**Run 1: close-up of the layout**

Region (9, 17) to (39, 47) µm. Cells in gray, sequential cells in the stronger gray; small squares are vias.
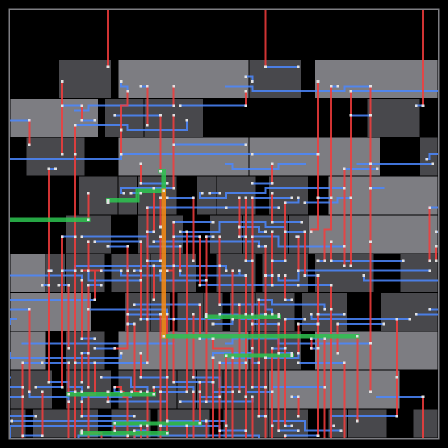
**Run 1: wiring by layer**

Drawn at 8 px/µm. Two of the layers only.
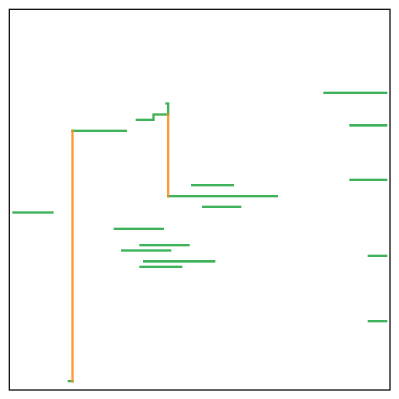
**Run 1: M1 wires**

Drawn at 8 px/µm. Supply wires on this layer in gray.
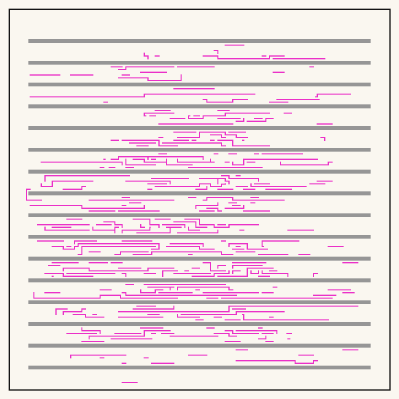
**Run 1: selected gate families**

Drawn at 10 px/µm.
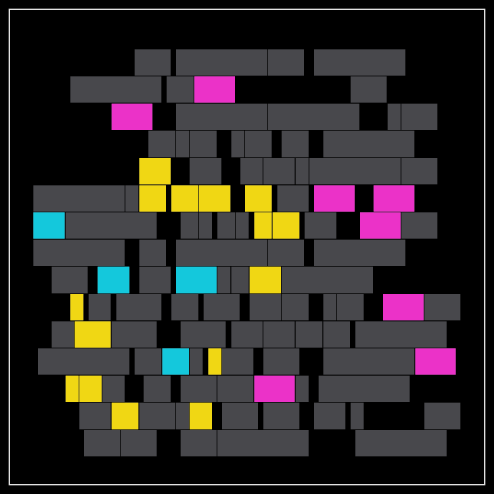
<file path="src/rtl/proba_loader.sv">
// proba_loader: serial-to-parallel assembler for M-bit probability words.
// Bits arrive in address order (bit 0 first). A word is assembled while the
// previously completed word waits in the output buffer for downstream.
module proba_loader #(
  parameter int unsigned M = 8
) (
  input  logic                 clk,
  input  logic                 rst,
  input  logic                 flush,
  input  logic                 bit_valid,
  input  logic                 bit_in,
  output logic                 bit_ready,
  output logic [$clog2(M)-1:0] fill_adr,
  output logic [M-1:0]         proba,
  output logic                 proba_valid,
  input  logic                 proba_ready
);

  localparam int unsigned CW = $clog2(M);
  localparam logic [CW-1:0] LAST_ADR = CW'(M - 1);

  // Assembly buffer, fill pointer and output buffer
  logic [M-1:0]  asm_q, asm_d;
  logic [CW-1:0] cnt_q, cnt_d;
  logic [M-1:0]  out_q, out_d;
  logic          out_valid_q, out_valid_d;

  logic last_bit;
  logic consume;
  logic acc;
  logic complete;

  // Stall only on the final bit while the output buffer is full and not draining
  always_comb begin
    last_bit  = (cnt_q == LAST_ADR);
    consume   = out_valid_q & proba_ready;
    bit_ready = ~flush & ~(last_bit & out_valid_q & ~proba_ready);
    acc       = bit_valid & bit_ready;
    complete  = acc & last_bit;
  end

  // Next-state: bit capture, word completion, consumption and flush
  always_comb begin
    asm_d       = asm_q;
    cnt_d       = cnt_q;
    out_d       = out_q;
    out_valid_d = out_valid_q;

    if (consume) begin
      out_valid_d = 1'b0;
    end

    if (flush) begin
      cnt_d = '0;
      asm_d = '0;
    end else if (complete) begin
      out_d       = {bit_in, asm_q[M-2:0]};
      out_valid_d = 1'b1;
      cnt_d       = '0;
      asm_d       = '0;
    end else if (acc) begin
      asm_d[cnt_q] = bit_in;
      cnt_d        = cnt_q + CW'(1);
    end
  end

  // State registers, cleared immediately on reset
  always_ff @(posedge clk or posedge rst) begin
    if (rst) begin
      asm_q       <= '0;
      cnt_q       <= '0;
      out_q       <= '0;
      out_valid_q <= 1'b0;
    end else begin
      asm_q       <= asm_d;
      cnt_q       <= cnt_d;
      out_q       <= out_d;
      out_valid_q <= out_valid_d;
    end
  end

  assign fill_adr    = cnt_q;
  assign proba       = out_q;
  assign proba_valid = out_valid_q;

endmodule

</file>
<file path="config.mk">
export PLATFORM = sky130hd
export DESIGN_NAME = proba_loader
export DESIGN_NICKNAME = d
export VERILOG_FILES = /design/src/rtl/proba_loader.sv
export SDC_FILE = /design/constraint.sdc
export NUM_CORES = 1
export LEC_CHECK = 0
export CAP_MARGIN = 20
export CORE_MARGIN = 2
export CORE_UTILIZATION = 54
export CTS_CLUSTER_DIAMETER = 80
export DETAILED_ROUTE_END_ITERATION = 10
export GPL_TIMING_DRIVEN = 0
export HOLD_SLACK_MARGIN = 0.03
export PLACE_DENSITY = 0.93
export SYNTH_ARGS = -nofsm -noshare
export SYNTH_HDL_FRONTEND = slang
export SYNTH_SLANG_ARGS = --single-unit
</file>
<file path="constraint.sdc">
create_clock -name clk -period 3.6 [get_ports clk]
set_input_delay 0.72 -clock clk [delete_from_list [all_inputs] [get_ports clk]]
set_output_delay 0.72 -clock clk [all_outputs]
set_load 0.01 [all_outputs]
</file>
==> run notes, run 1 <==
yosys + openroad results -> status completed, TritonCTS Buffers 3, HPWL Detailed 1500 µm, Mux area share 8.86%, hold_buf cts 0, first-pass GRT wire length 3420 µm, dpl cell area 0.00123 mm², DRC viols 0, GRT Overall Usage 22.9%, Latency at later pin 310 ps, Hold Startpoint proba[5]$_DFFE_PP0P_, final setup vio count 0, Flops 19, Synthesized Nets 99, Hold EP proba[5]$_DFFE_PP0P_, Ys Warns 0, final net count 122, 1st-iter DRT viols 19, CLK BUF 3, CP Class flip-flop to output pin, worst slack at placement 828 ps, Met1 Routed Length 957 µm, met3 Usage GRT 5.00%, syn avg cell area 11.2 µm², Top Metal Used met4, sequential cell area 475 µm², Final Hold Violating Endpoints 0, Leading cell kind logic gates, diode count 0, count of cell types in the netlist 30, fin util 72.0%, asr flop ratio synth 100%, power share of the sequential group 59.1%, Fillers 120, Max-slew headroom 53.1%, Post-synth area hogs dfrtp_1 47%, mux2_1 8.9%, o2111ai_1 6.0%, crit end category output pin, Init Core Util 58.3%, routability cong. 0.869, clk root buf clkbuf_4, Max H-tree Level 1, Hold WS 500 ps, CP dominant cell by count ha_1, post-synthesis sequential area ratio 46.7%, Setup crit end bit_ready, CP Launch Point fill_adr[0]$_DFFE_PP0P_, Final Power 376 µW, largest area contributor in the synthesized netlist dfrtp_1, CTS clk-pin slew, worst paths 100 ps, Worst EP arrival 2100 ps, met2 GRT Util 33.8%, worst path cell trace ha_1, ha_1, and3b_1, nor2_1, clkdlybuf4s50_1, OpenROAD warning count 26, top-count cell post-synth dfrtp_1, Yosys Chip Area 0.00102 mm², I/O pin count 19, Post-CTS Setup Inserts 0, die span in x 47.4 µm, maximum vdd drop 0.214 mV, Layout area overhead 23.5%, crit-path leading delay family buffers and inverters, met3 wire length 93 µm, Largest logic family simple AND/OR/NAND/NOR gates, cts repair resizes 0, initial antenna violation count 0, critical path launch point type flip-flop, most frequent logic cells in the routed design 19 x dfrtp_1, 18 x clkdlybuf4s50_1, 8 x mux2_1, 8 x inv_1, # Taps 25, Comb/total area 38.8%, Core Region 0.00175 mm², sequential power 222 µW, GRT overflow 0, post-route minimum period 2820 ps, Setup TNS 0 ps, comb. cell area 488 µm², number of non-clock buffers 22, Die Height 47.4 µm, DRT Pass-1 Iters 4, worst setup margin 779 ps, RR Startpoint fill_adr[0]$_DFFE_PP0P_, Main synth FF type dfrtp_1, Cell Count, Final, Fillers Out 138, hold crit path type flip-flop to flip-flop, largest net degree at the start of global routing 20, switching share of total power 25.8%, Crit. path cell count 5, R2R depth 5, fraction of layout cells with a size suffix above 1 7.96%, Leak 0.545 nW, worst reg2reg path endpoint asm_q[3]$_DFFE_PP0P_, Clk pwr share 29.6%, cell count in the Yosys report 91, AND/OR/NAND/NOR Cells, Area Fraction 21.2%, inverter count 9, FF-to-FF setup slack 1900 ps, die area 0.00225 mm², TritonCTS clock tree yes, Switch Pwr 96.9 µW, PortBufs 18, XORs/XNORs by Area 0%, fraction of area in registers 37.8%, post-route ant nets 0, most common library cells after synthesis 19 x dfrtp_1, 8 x inv_1, 8 x mux2_1, cell-internal power 279 µW
About 'close-up of the layout':
| color | layer |
|---|---|
| green | met3 |
| red | met2 |
| orange | met4 |
| blue | met1 |
most frequent: dfrtp_1 (11), inv_1 (6)
cells with their middle in the window: 60
netlist names of flops here include: proba (5), asm_q (4), fill_adr (2)
sequential cells in the window: 11

About 'wiring by layer':
| color | layer | wire length |
|---|---|---|
| green | met3 | 93.8 µm |
| orange | met4 | 41.5 µm |

About 'M1 wires':
wire length on this layer: 958 µm
nets with wire on the layer: 110

About 'selected gate families':
| color | family | cells | most used |
|---|---|---|---|
| yellow | NAND gates | 15 | nand3b_1 |
| cyan | AND-OR and OR-AND gates | 4 | a31o_1 |
| magenta | multiplexers | 8 | mux2_1 |

**Run 1: congestion heat map**

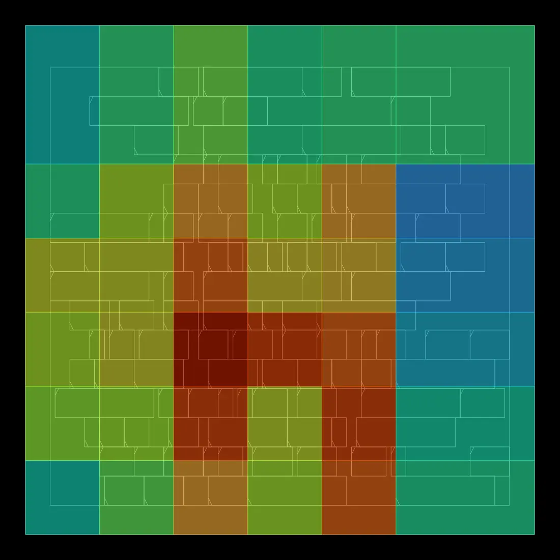

--- run 2 (diff from run 1) ---
Settings changed: CORE_UTILIZATION 54 to 50, PLACE_DENSITY 0.93 to 0.88.
Clock period 3.6 ns to 2.6 ns, I/O delays scaled along.
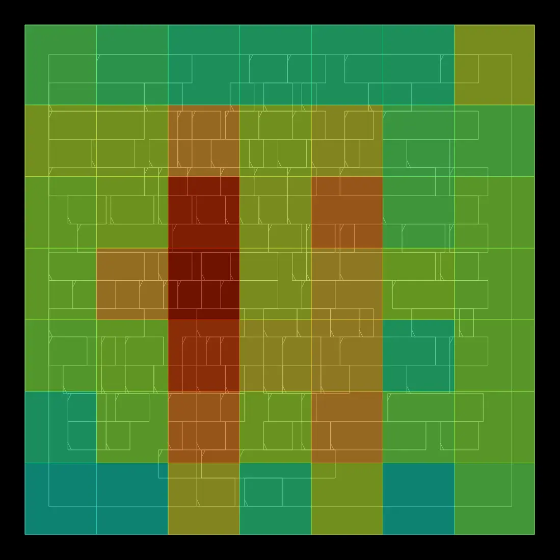
**Above:** run 2 (congestion heat map).
GR Layer Usage met1: 22.6%
GRT Overall Usage: 18.9%

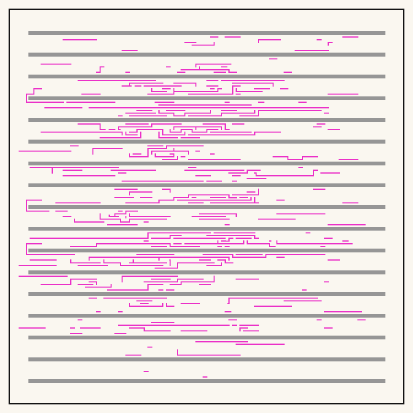
**Above:** run 2 (M1 wires).
Drawn at 8 px/µm. Supply wires on this layer in gray.
via count: 813
Routed WL: 2030 µm

==> run 2 against run 1 <==
Clock power up 42%. Clock skew down 8.9 ps. Final cell count up 2.9%. Sequential power up 38%. Setup slack worse by 680 ps. Combinational power up 48%. Global-route usage down 4.0 points. First-iteration DRC count down 26%. Critical path depth unchanged. Non-clock buffer count up 2. Sequential share of layout area down 0.56 points. Via count down 0.85%.
==> run notes, run 2 <==
yosys + openroad results -> dpl cell area 0.00123 mm², critical path required time 2080 ps, Post-Syn Instances 91, aoi share 15.5%, vias in the first global route 796, Final Power 527 µW, Hold WS 499 ps, Main power group sequential cells, Die Height 49.1 µm, hold_buf cts 0, asr flop ratio synth 100%, fin. max-slew vios 0, maximum vdd drop 0.331 mV, Synthesized Nets 99, count of cell types in the netlist 30, routability cong. 0.788, final net count 124, Fillers 165, Yosys Chip Area 0.00102 mm², fin util 65.7%, Post-synth area hogs dfrtp_1 47%, mux2_1 8.9%, o2111ai_1 6.0%, FF-to-FF setup slack 1010 ps, hold crit path type flip-flop to flip-flop, GRT Max-Usage Layer met2, cts repair resizes 0, clock buffer depth 2, Flops 19, Crit. path cell count 5, Cells after DPL 136, Hold EP proba[4]$_DFFE_PP0P_, Max-slew headroom 53.9%, Latency at later pin 310 ps, post-DR vias/cell 5.73, PwrDens 413 mW/mm², crit-path leading delay family buffers and inverters, Cell Count, Final, Fillers Out 142, max incr delay on CP 540 ps, Clk power 158 µW, Max H-tree Level 1, post-route ant nets 0, Setup TNS 0 ps, largest area contributor in the synthesized netlist dfrtp_1, Setup crit end bit_ready, status completed, Top Metal Used met4, crit end category output pin, Init Core Util 52.4%, XORs/XNORs by Area 0%, clock network area share 2.06%, met3 wire length 80 µm, sequential cell area 475 µm², CP Launch Point fill_adr[1]$_DFFE_PP0P_, Tcrit/Tclk final 96.0%, HPWL Detailed 1430 µm, I/O pin count 19, fraction of area in registers 37.3%, Leading cell kind logic gates, 1st-iter DRT viols 14, diode count 0, die span in x 49.1 µm, worst path cell trace ha_1, ha_2, and3b_1, nor2_1, clkdlybuf4s50_1, Comb power frac 12.0%, die area 0.00241 mm², worst setup margin 104 ps, CTS clk-pin slew, worst paths 110 ps, Hold Startpoint proba[4]$_DFFE_PP0P_, number of non-clock buffers 24, Ys Warns 0, Comb/total area 38.5%, crit path max fanout 7, TritonCTS Buffers 3, post-route minimum period 2500 ps, syn avg cell area 11.2 µm², comb. cell area 490 µm², most frequent logic cells in the routed design 19 x dfrtp_1, 18 x clkdlybuf4s50_1, 8 x mux2_1, 8 x inv_1, sequential power 306 µW, Mux area share 8.86%, Clk pwr share 29.9%, #MultiIn Comb 59, clk root buf clkbuf_4, met2 GRT Util 32.4%, post-synthesis sequential area ratio 46.7%, TritonCTS clock tree yes, RSZ-0062 raised after global routing no, Hold Path Depth 1, EDFF count, synth 0, Layout area overhead 25.3%, FMAX 0.401 GHz, met2 WL 980 µm, CP Buf/Inv Count 1, initial antenna violation count 0, cell count in the Yosys report 91, OpenROAD warning count 26, RR Startpoint fill_adr[1]$_DFFE_PP0P_, Core Rows 16, Leak 0.550 nW, # Taps 27, AND/OR/NAND/NOR Cells, Area Fraction 21.2%, Final Hold Violating Endpoints 0, Largest logic family simple AND/OR/NAND/NOR gates, largest net degree at the start of global routing 20, R2R depth 5, DRC viols 0, Adder Area Share 2.46%, Worst Skew 0.606 ps, worst-margin pin slew 691 ps, comb pwr 63.0 µW, switching share of total power 25.8%, Core Region 0.00194 mm², Worst EP arrival 1980 ps, DRT Pass-1 Iters 4, critical path launch point type flip-flop, Signal buf overhead 16.9%, most common library cells after synthesis 19 x dfrtp_1, 8 x inv_1, 8 x mux2_1, CLK BUF 4, cell-internal power 391 µW, Met1 Routed Length 927 µm, Main synth FF type dfrtp_1, max FFs per register 8, worst reg2reg path endpoint asm_q[0]$_DFFE_PP0P_, power share of the sequential group 58.1%, Commonest Layout Cell dfrtp_1, Post-CTS Setup Inserts 1, Switch Pwr 136 µW, fraction of layout cells with a size suffix above 1 9.57%, final setup vio count 0, Max Cap Viol 0, DR WL/cell 14.3 µm, first-pass GRT wire length 3500 µm, Synth top area share 46.7%, CP max-delay cell clkdlybuf4s50_1, Syn Std Cell Area 0.00102 mm², PortBufs 18, CP Class flip-flop to output pin, top-count cell post-synth dfrtp_1, inverter count 9, Yosys reg bits 19, met3 Usage GRT 4.91%, worst slack at placement 239 ps, GRT overflow 0
**Run 2: close-up of the layout**

Region (10, 19) to (40, 49) µm. Cells in gray, sequential cells in the stronger gray; small squares are vias.
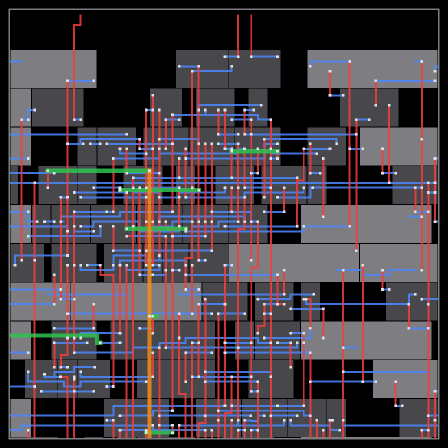

--- run 3 (diff from run 2) ---
Settings changed: PLACE_DENSITY 0.88 to not set, PLACE_DENSITY_LB_ADDON set to 0.15.
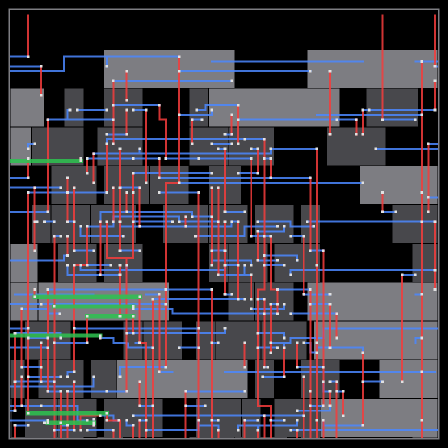
**Above:** run 3 (close-up of the layout).
Region (10, 19) to (40, 49) µm. Cells in gray, sequential cells in the stronger gray; small squares are vias.
| color | layer |
|---|---|
| red | met2 |
| green | met3 |
| blue | met1 |
most frequent: dfrtp_1 (9), o2111ai_1 (6), o211ai_1 (6)
sequential cells in the window: 9
netlist names of flops here include: asm_q (5), fill_adr (2), proba (2)
cells with their middle in the window: 54

==> run 3 against run 2 <==
First-iteration DRC count decreased by 7.1%. Critical path depth is the same. Routed wire length decreased by 3.0%. Clock power shrank 5%. Sequential power barely moved. Critical path type unchanged. Largest cell class unchanged.
==> run notes, run 3 <==
yosys + openroad results -> status completed, most common library cells after synthesis 19 x dfrtp_1, 8 x inv_1, 8 x mux2_1, crit path max fanout 7, cell-internal power 388 µW, sequential power 307 µW, power share of the sequential group 59.7%, #MultiIn Comb 59, I/O pin count 19, Adder Area Share 2.46%, maximum vdd drop 0.258 mV, Tcrit/Tclk final 83.7%, CLK BUF 4, Signal buf overhead 16.1%, number of non-clock buffers 22, Main synth FF type dfrtp_1, die span in x 49.1 µm, Setup crit end bit_ready, Max Cap Viol 0, TritonCTS Buffers 3, PortBufs 18, GRT Overall Usage 17.8%, cts repair resizes 0, syn avg cell area 11.2 µm², Ys Warns 0, RSZ-0062 raised after global routing no, first-pass GRT wire length 3310 µm, post-DR vias/cell 5.76, Main power group sequential cells, Setup TNS 0 ps, Final Hold Violating Endpoints 0, count of cell types in the netlist 30, Layout area overhead 24.1%, top-count cell post-synth dfrtp_1, clock network area share 2.08%, TritonCTS clock tree yes, CP Buf/Inv Count 1, worst slack at placement 231 ps, worst path cell trace ha_1, ha_2, and3b_1, nor2_1, dlymetal6s2s_1, Max H-tree Level 1, Worst Skew 4.98 ps, met3 Usage GRT 3.37%, Synth top area share 46.7%, Post-Syn Instances 91, critical path launch point type flip-flop, # Taps 27, dpl cell area 0.00123 mm², XORs/XNORs by Area 0%, GR Layer Usage met1 21.9%, most frequent logic cells in the routed design 19 x dfrtp_1, 17 x clkdlybuf4s50_1, 8 x mux2_1, 8 x inv_1, Largest logic family simple AND/OR/NAND/NOR gates, switching share of total power 24.6%, HPWL Detailed 1360 µm, CTS clk-pin slew, worst paths 110 ps, Post-CTS Setup Inserts 0, Cells after DPL 136, largest area contributor in the synthesized netlist dfrtp_1, post-route ant nets 0, Hold WS 500 ps, cell count in the Yosys report 91, routability cong. 0.785, Core Rows 16, Leak 0.548 nW, Core Region 0.00194 mm², Leading cell kind logic gates, clk root buf clkbuf_4, Flops 19, R2R depth 5, worst-margin pin slew 713 ps, diode count 0, post-route minimum period 2180 ps, GRT overflow 0, OpenROAD warning count 26, Yosys Chip Area 0.00102 mm², comb pwr 58.0 µW, asr flop ratio synth 100%, Switch Pwr 127 µW, via count 807, Mux area share 8.86%, die area 0.00241 mm², Latency at later pin 290 ps, DRC viols 0, RR Startpoint fill_adr[1]$_DFFE_PP0P_
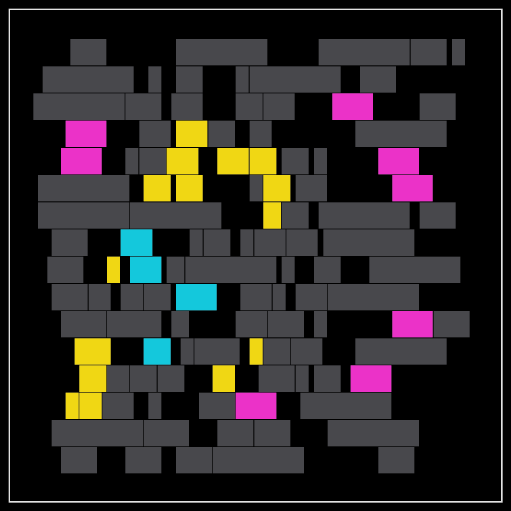
**Above:** run 3 (selected gate families).
Drawn at 10 px/µm.
| color | family | cells | most used |
|---|---|---|---|
| cyan | AND-OR and OR-AND gates | 4 | a31o_1 |
| magenta | multiplexers | 8 | mux2_1 |
| yellow | NAND gates | 15 | nand3b_1 |

No activity file was given, so power comes from the tool's default toggle rates.
